File: src/rtl/tight_acc_mat_loader.sv
`default_nettype none
// ============================================================================
// Module   : tight_acc_mat_loader
// Purpose  : Fetches a run of 64B lines, reorders responses by transid and
//            streams 64-bit elements in address order.
// Revision : 1.0
// ============================================================================
module tight_acc_mat_loader #(
  parameter int PADDR_W = 40,
  parameter int NSLOT   = 4,
  parameter int LINE_W  = 512
) (
  input  logic               clk,
  input  logic               rst_n,
  input  logic               start_val,
  output logic               start_rdy,
  input  logic [PADDR_W-1:0] start_base,
  input  logic [15:0]        start_nlines,
  output logic               mem_req_val,
  input  logic               mem_req_rdy,
  output logic [5:0]         mem_req_transid,
  output logic [PADDR_W-1:0] mem_req_addr,
  input  logic               mem_resp_val,
  input  logic [5:0]         mem_resp_transid,
  input  logic [LINE_W-1:0]  mem_resp_data,
  output logic               elem_val,
  input  logic               elem_rdy,
  output logic [63:0]        elem_data,
  output logic               elem_last,
  output logic               busy,
  output logic               done,
  output logic               err_bad_tag
);

  localparam int SW = $clog2(NSLOT);
  localparam logic [0:0] c_st_idle = 1'b0;
  localparam logic [0:0] c_st_run  = 1'b1;
  localparam logic [PADDR_W-1:0] c_line_mask = ~PADDR_W'(63);

  logic [0:0]         r_state;
  logic [0:0]         w_state_nxt;
  logic [PADDR_W-1:0] r_base;
  logic [15:0]        r_nlines;
  logic [15:0]        r_req_cnt;
  logic [15:0]        r_ld_line;
  logic [2:0]         r_ld_idx;
  logic [NSLOT-1:0]   r_inflight;
  logic [NSLOT-1:0]   r_ready;
  logic [LINE_W-1:0]  r_slot_data [NSLOT];
  logic               r_elem_val;
  logic               r_elem_last;
  logic [63:0]        r_elem_data;
  logic [SW-1:0]      r_out_slot;
  logic [2:0]         r_out_idx;
  logic               r_done;
  logic               r_err;

  logic               w_accept;
  logic               w_req_fire;
  logic               w_resp_ok;
  logic               w_capture;
  logic               w_elem_fire;
  logic               w_free;
  logic               w_load;
  logic               w_ld_last;
  logic [SW-1:0]      w_req_slot;
  logic [SW-1:0]      w_resp_slot;
  logic [SW-1:0]      w_ld_slot;

  assign w_accept    = start_val && (r_state == c_st_idle);
  assign w_req_slot  = r_req_cnt[SW-1:0];

  // Request fields are a pure function of registered state, so they hold until the handshake.
  assign mem_req_val     = (r_state == c_st_run) && (r_req_cnt != r_nlines) &&
                           !r_inflight[w_req_slot] && !r_ready[w_req_slot];
  assign mem_req_addr    = mem_req_val ? (r_base + PADDR_W'({r_req_cnt, 6'b0})) : '0;
  assign mem_req_transid = mem_req_val ? 6'(w_req_slot) : 6'd0;
  assign w_req_fire      = mem_req_val && mem_req_rdy;

  assign w_resp_slot = mem_resp_transid[SW-1:0];
  assign w_resp_ok   = (r_state == c_st_run) && ((mem_resp_transid >> SW) == 6'd0) &&
                       r_inflight[w_resp_slot];
  assign w_capture   = mem_resp_val && w_resp_ok;

  assign w_elem_fire = r_elem_val && elem_rdy;
  assign w_free      = w_elem_fire && (r_out_idx == 3'd7);
  assign w_ld_slot   = r_ld_line[SW-1:0];
  assign w_load      = (r_state == c_st_run) && (r_ld_line != r_nlines) &&
                       r_ready[w_ld_slot] && (!r_elem_val || w_elem_fire);
  assign w_ld_last   = (r_ld_line == (r_nlines - 16'd1)) && (r_ld_idx == 3'd7);

  always_ff @(posedge clk) begin
    if (!rst_n) r_state <= c_st_idle;
    else        r_state <= w_state_nxt;
  end

  always_comb begin
    w_state_nxt = r_state;
    case (r_state)
      c_st_idle: if (w_accept && (start_nlines != 16'd0)) w_state_nxt = c_st_run;
      c_st_run:  if (w_elem_fire && r_elem_last)          w_state_nxt = c_st_idle;
      default:   w_state_nxt = c_st_idle;
    endcase
  end

  always_comb begin
    start_rdy = (r_state == c_st_idle);
    busy      = (r_state != c_st_idle);
  end

  always_ff @(posedge clk) begin
    if (!rst_n) begin
      r_base      <= '0;
      r_nlines    <= '0;
      r_req_cnt   <= '0;
      r_ld_line   <= '0;
      r_ld_idx    <= '0;
      r_elem_val  <= 1'b0;
      r_elem_last <= 1'b0;
      r_elem_data <= '0;
      r_out_slot  <= '0;
      r_out_idx   <= '0;
      r_done      <= 1'b0;
      r_err       <= 1'b0;
    end else begin
      r_done <= (w_accept && (start_nlines == 16'd0)) || (w_elem_fire && r_elem_last);
      if (mem_resp_val && !w_resp_ok) r_err <= 1'b1;
      if (w_accept) begin
        r_base    <= start_base & c_line_mask;
        r_nlines  <= start_nlines;
        r_req_cnt <= '0;
        r_ld_line <= '0;
        r_ld_idx  <= '0;
      end
      if (w_req_fire) r_req_cnt <= r_req_cnt + 16'd1;
      if (w_load) begin
        r_elem_val  <= 1'b1;
        r_elem_data <= r_slot_data[w_ld_slot][{r_ld_idx, 6'b0} +: 64];
        r_elem_last <= w_ld_last;
        r_out_slot  <= w_ld_slot;
        r_out_idx   <= r_ld_idx;
        r_ld_idx    <= r_ld_idx + 3'd1;
        if (r_ld_idx == 3'd7) r_ld_line <= r_ld_line + 16'd1;
      end else if (w_elem_fire) begin
        r_elem_val  <= 1'b0;
        r_elem_last <= 1'b0;
      end
    end
  end

  // A slot is never in-flight and ready at once, so the three updates never collide.
  always_ff @(posedge clk) begin
    if (!rst_n) begin
      r_inflight <= '0;
      r_ready    <= '0;
    end else begin
      for (int j = 0; j < NSLOT; j++) begin
        if (w_req_fire && (w_req_slot == SW'(j))) r_inflight[j] <= 1'b1;
        if (w_capture && (w_resp_slot == SW'(j))) begin
          r_inflight[j] <= 1'b0;
          r_ready[j]    <= 1'b1;
        end
        if (w_free && (r_out_slot == SW'(j))) r_ready[j] <= 1'b0;
      end
    end
  end

  always_ff @(posedge clk) begin
    for (int j = 0; j < NSLOT; j++) begin
      if (w_capture && (w_resp_slot == SW'(j))) r_slot_data[j] <= mem_resp_data;
    end
  end

  assign elem_val    = r_elem_val;
  assign elem_data   = r_elem_data;
  assign elem_last   = r_elem_last;
  assign done        = r_done;
  assign err_bad_tag = r_err;

endmodule
`default_nettype wire

File: config.mk
export PLATFORM = sky130hd
export DESIGN_NAME = tight_acc_mat_loader
export DESIGN_NICKNAME = d
export VERILOG_FILES = /design/src/rtl/tight_acc_mat_loader.sv
export SDC_FILE = /design/constraint.sdc
export NUM_CORES = 2
export LEC_CHECK = 0
export ABC_AREA = 1
export CAP_MARGIN = 20
export CORE_UTILIZATION = 24
export DETAILED_ROUTE_END_ITERATION = 16
export PLACE_DENSITY_LB_ADDON = 0.12
export SLEW_MARGIN = 25
export SYNTH_ARGS = -nofsm -noshare
export SYNTH_HDL_FRONTEND = slang
export SYNTH_SLANG_ARGS = --single-unit
File: constraint.sdc
create_clock -name clk -period 12.6 [get_ports clk]
set_input_delay 1.26 -clock clk [delete_from_list [all_inputs] [get_ports clk]]
set_output_delay 1.26 -clock clk [all_outputs]
set_load 0.05 [all_outputs]
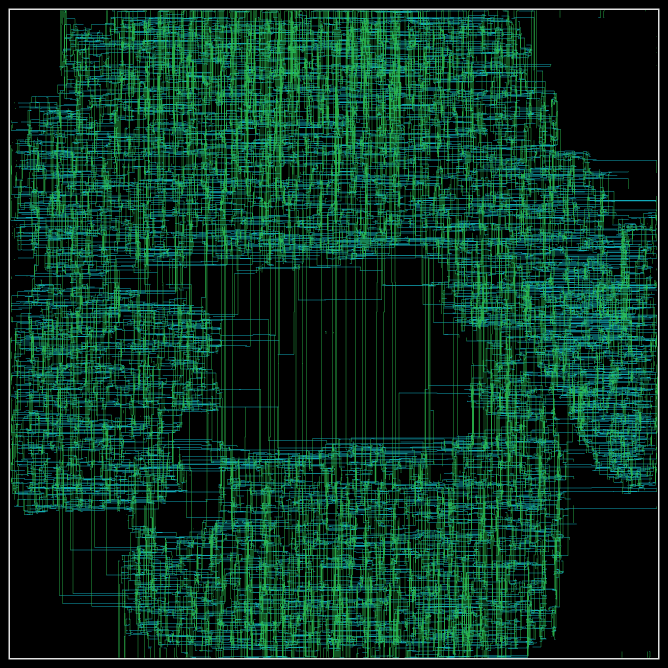
*Wiring by layer*
Only two layers are drawn.
met2 -> green  # wire length 167 mm
met1 -> cyan  # wire length 136 mm

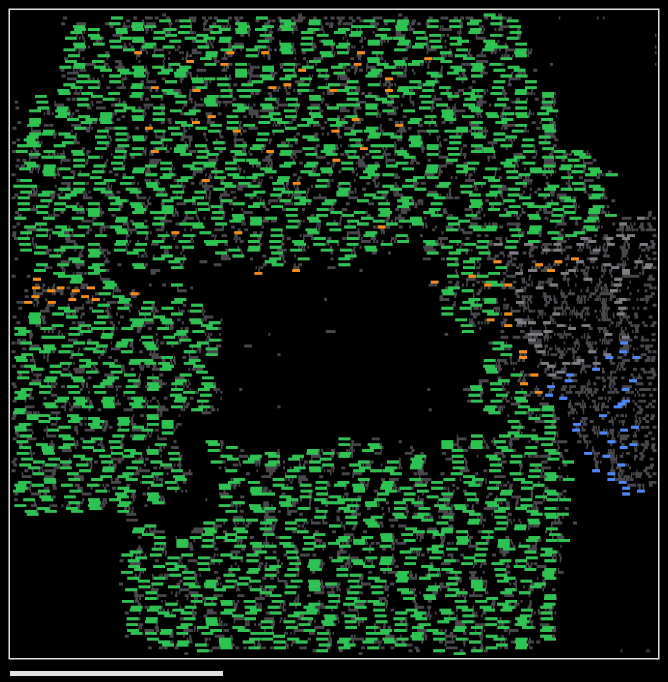
*Sequential cells grouped by signal name*
The bar under the picture is 200 um long. Other sequential cells in the stronger gray, the rest of the logic in the fainter gray.
r_slot_data -> green  # flops 2,048, where widely spread
r_base -> blue  # flops 34
elem_data -> orange  # flops 64

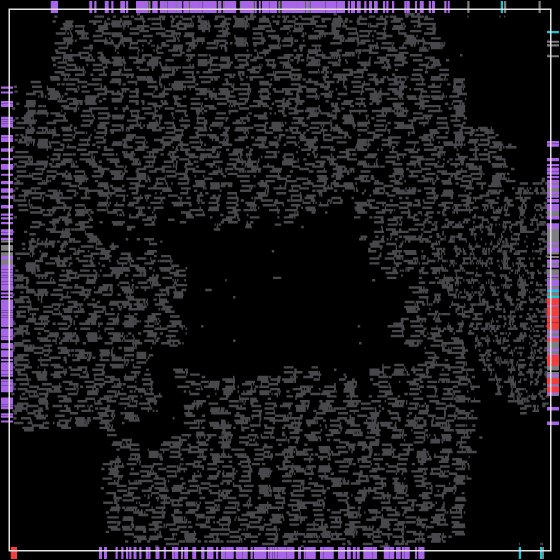
*Pin placement*
Pins as bars across the die edge, other pins in gray.
mem_req_transid -> cyan  # pins 6, direction output, edge 3 east, 2 south, 1 north
start_base -> red  # pins 40, direction input, edge 34 east, 6 south
mem_resp_data -> purple  # pins 512, direction input, edge 184 north, 157 south, 118 west, 53 east

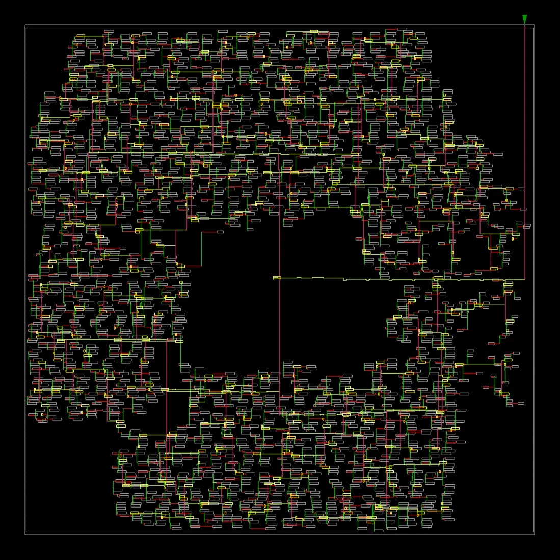
*The clock network*
Clock Sinks: 2,215
Clock Skew: 0.0538 ns
clock buffers: 362

==> run summary <==
Layout Nets - 8,218
Max Fanout on Critical Path - 8
Clock-cell share - 7.94%
Synth top area share - 70.0%
Rel. slew slack - 26.2%
Total CTS buffers - 276
Async SR Flop Fraction - 0%
CTS tree - done
Worst Hold End - err_bad_tag$_SDFFE_PN0P_
Critical Path AT - 4.61 ns
Number of nets with antenna violations after routing - 0
P&R area growth vs syn - 23.5%
Ys flops - 2,215
Worst VDD drop - 0.106 mV
Vert. Die Dim - 607 um
Synth Seq Share - 73.8%
Logic share of the area - 18.7%
DR WL/cell - 26.1 um
Worst slew pin tran - 1.11 ns
DIE AREA - 0.369 mm2
Cell area leaders - edfxtp_1 70%, o21ai_0 4.8%, dfxtp_1 3.8%
CP Capture Type - output pin
Non-Clock Buffer Count - 783
Flip-flops with a built-in enable - 2,048
Synth mux share - 0%
Die Wd - 607 um
Comb pwr share - 2.7%
Slew Limit Fails - 0
Critical path's most frequent cell - nand2_1
Net Sw Power - 3450 uW
Layout cell share with drive strength beyond 1 - 6.30%
RR Startpoint - r_ld_line[0]$_SDFF_PN0_
Via count - 58,973
Top post-synthesis cells by count - 2,048 x edfxtp_1, 836 x nand2_1, 836 x o21ai_0
Post-Layout Cell Count - 12,654
Fillers - 36,804
Syn avg cell area - 12.5 um2
Worst-case clock buffer depth - 4
Crit path from - r_req_cnt[0]$_SDFFE_PN0P_
AO/OA Area Share - 13.0%
Multi-input gates - 4,135
Hold_buf cts - 0
Cells after Synth - 7,025
Drt via density - 4.66
Worst reg2reg setup slack - 8.32 ns
Setup repair bufs after CTS - 0
Sequential cell area share - 59.7%
Dominant flop cell - edfxtp_1
Dpl cells - 12,129
Floorplan Utilization - 24.2%
Clk_lat worst skew - 0.91 ns
Flip-flop and latch count - 2,215
Adder share - 0.364%
Pwr top - registers
Post-Synth XOR/XNOR Area - 0.229%
CTS root buffer - clkbuf_16
Final TNS setup - 0 ns
Status - finished, final reports clean
Fmax - 170 MHz
[registers in the layout, summed over array words and instances, names as in the netlist, 2 cells and up]
signal       flops
r_nlines        16
r_inflight       4
r_out_slot       2
elem_data       64
r_slot_data   2048
r_out_idx        3
r_ready          4
r_ld_idx         3
r_req_cnt       16
r_base          34
r_ld_line       16
[metal layers]
metal / vias to the layer above / part of all wire [%] / global-route usage, %
met5: - / 0.22 / 0
met4: 110 / 2.7 / 4.39
met3: 643 / 5.6 / 3.93
met2: 1533 / 50 / 30.8
met1: 29443 / 41 / 21.0
li1: 27244 / - / -
No activity file was given, so power comes from the tool's default toggle rates.
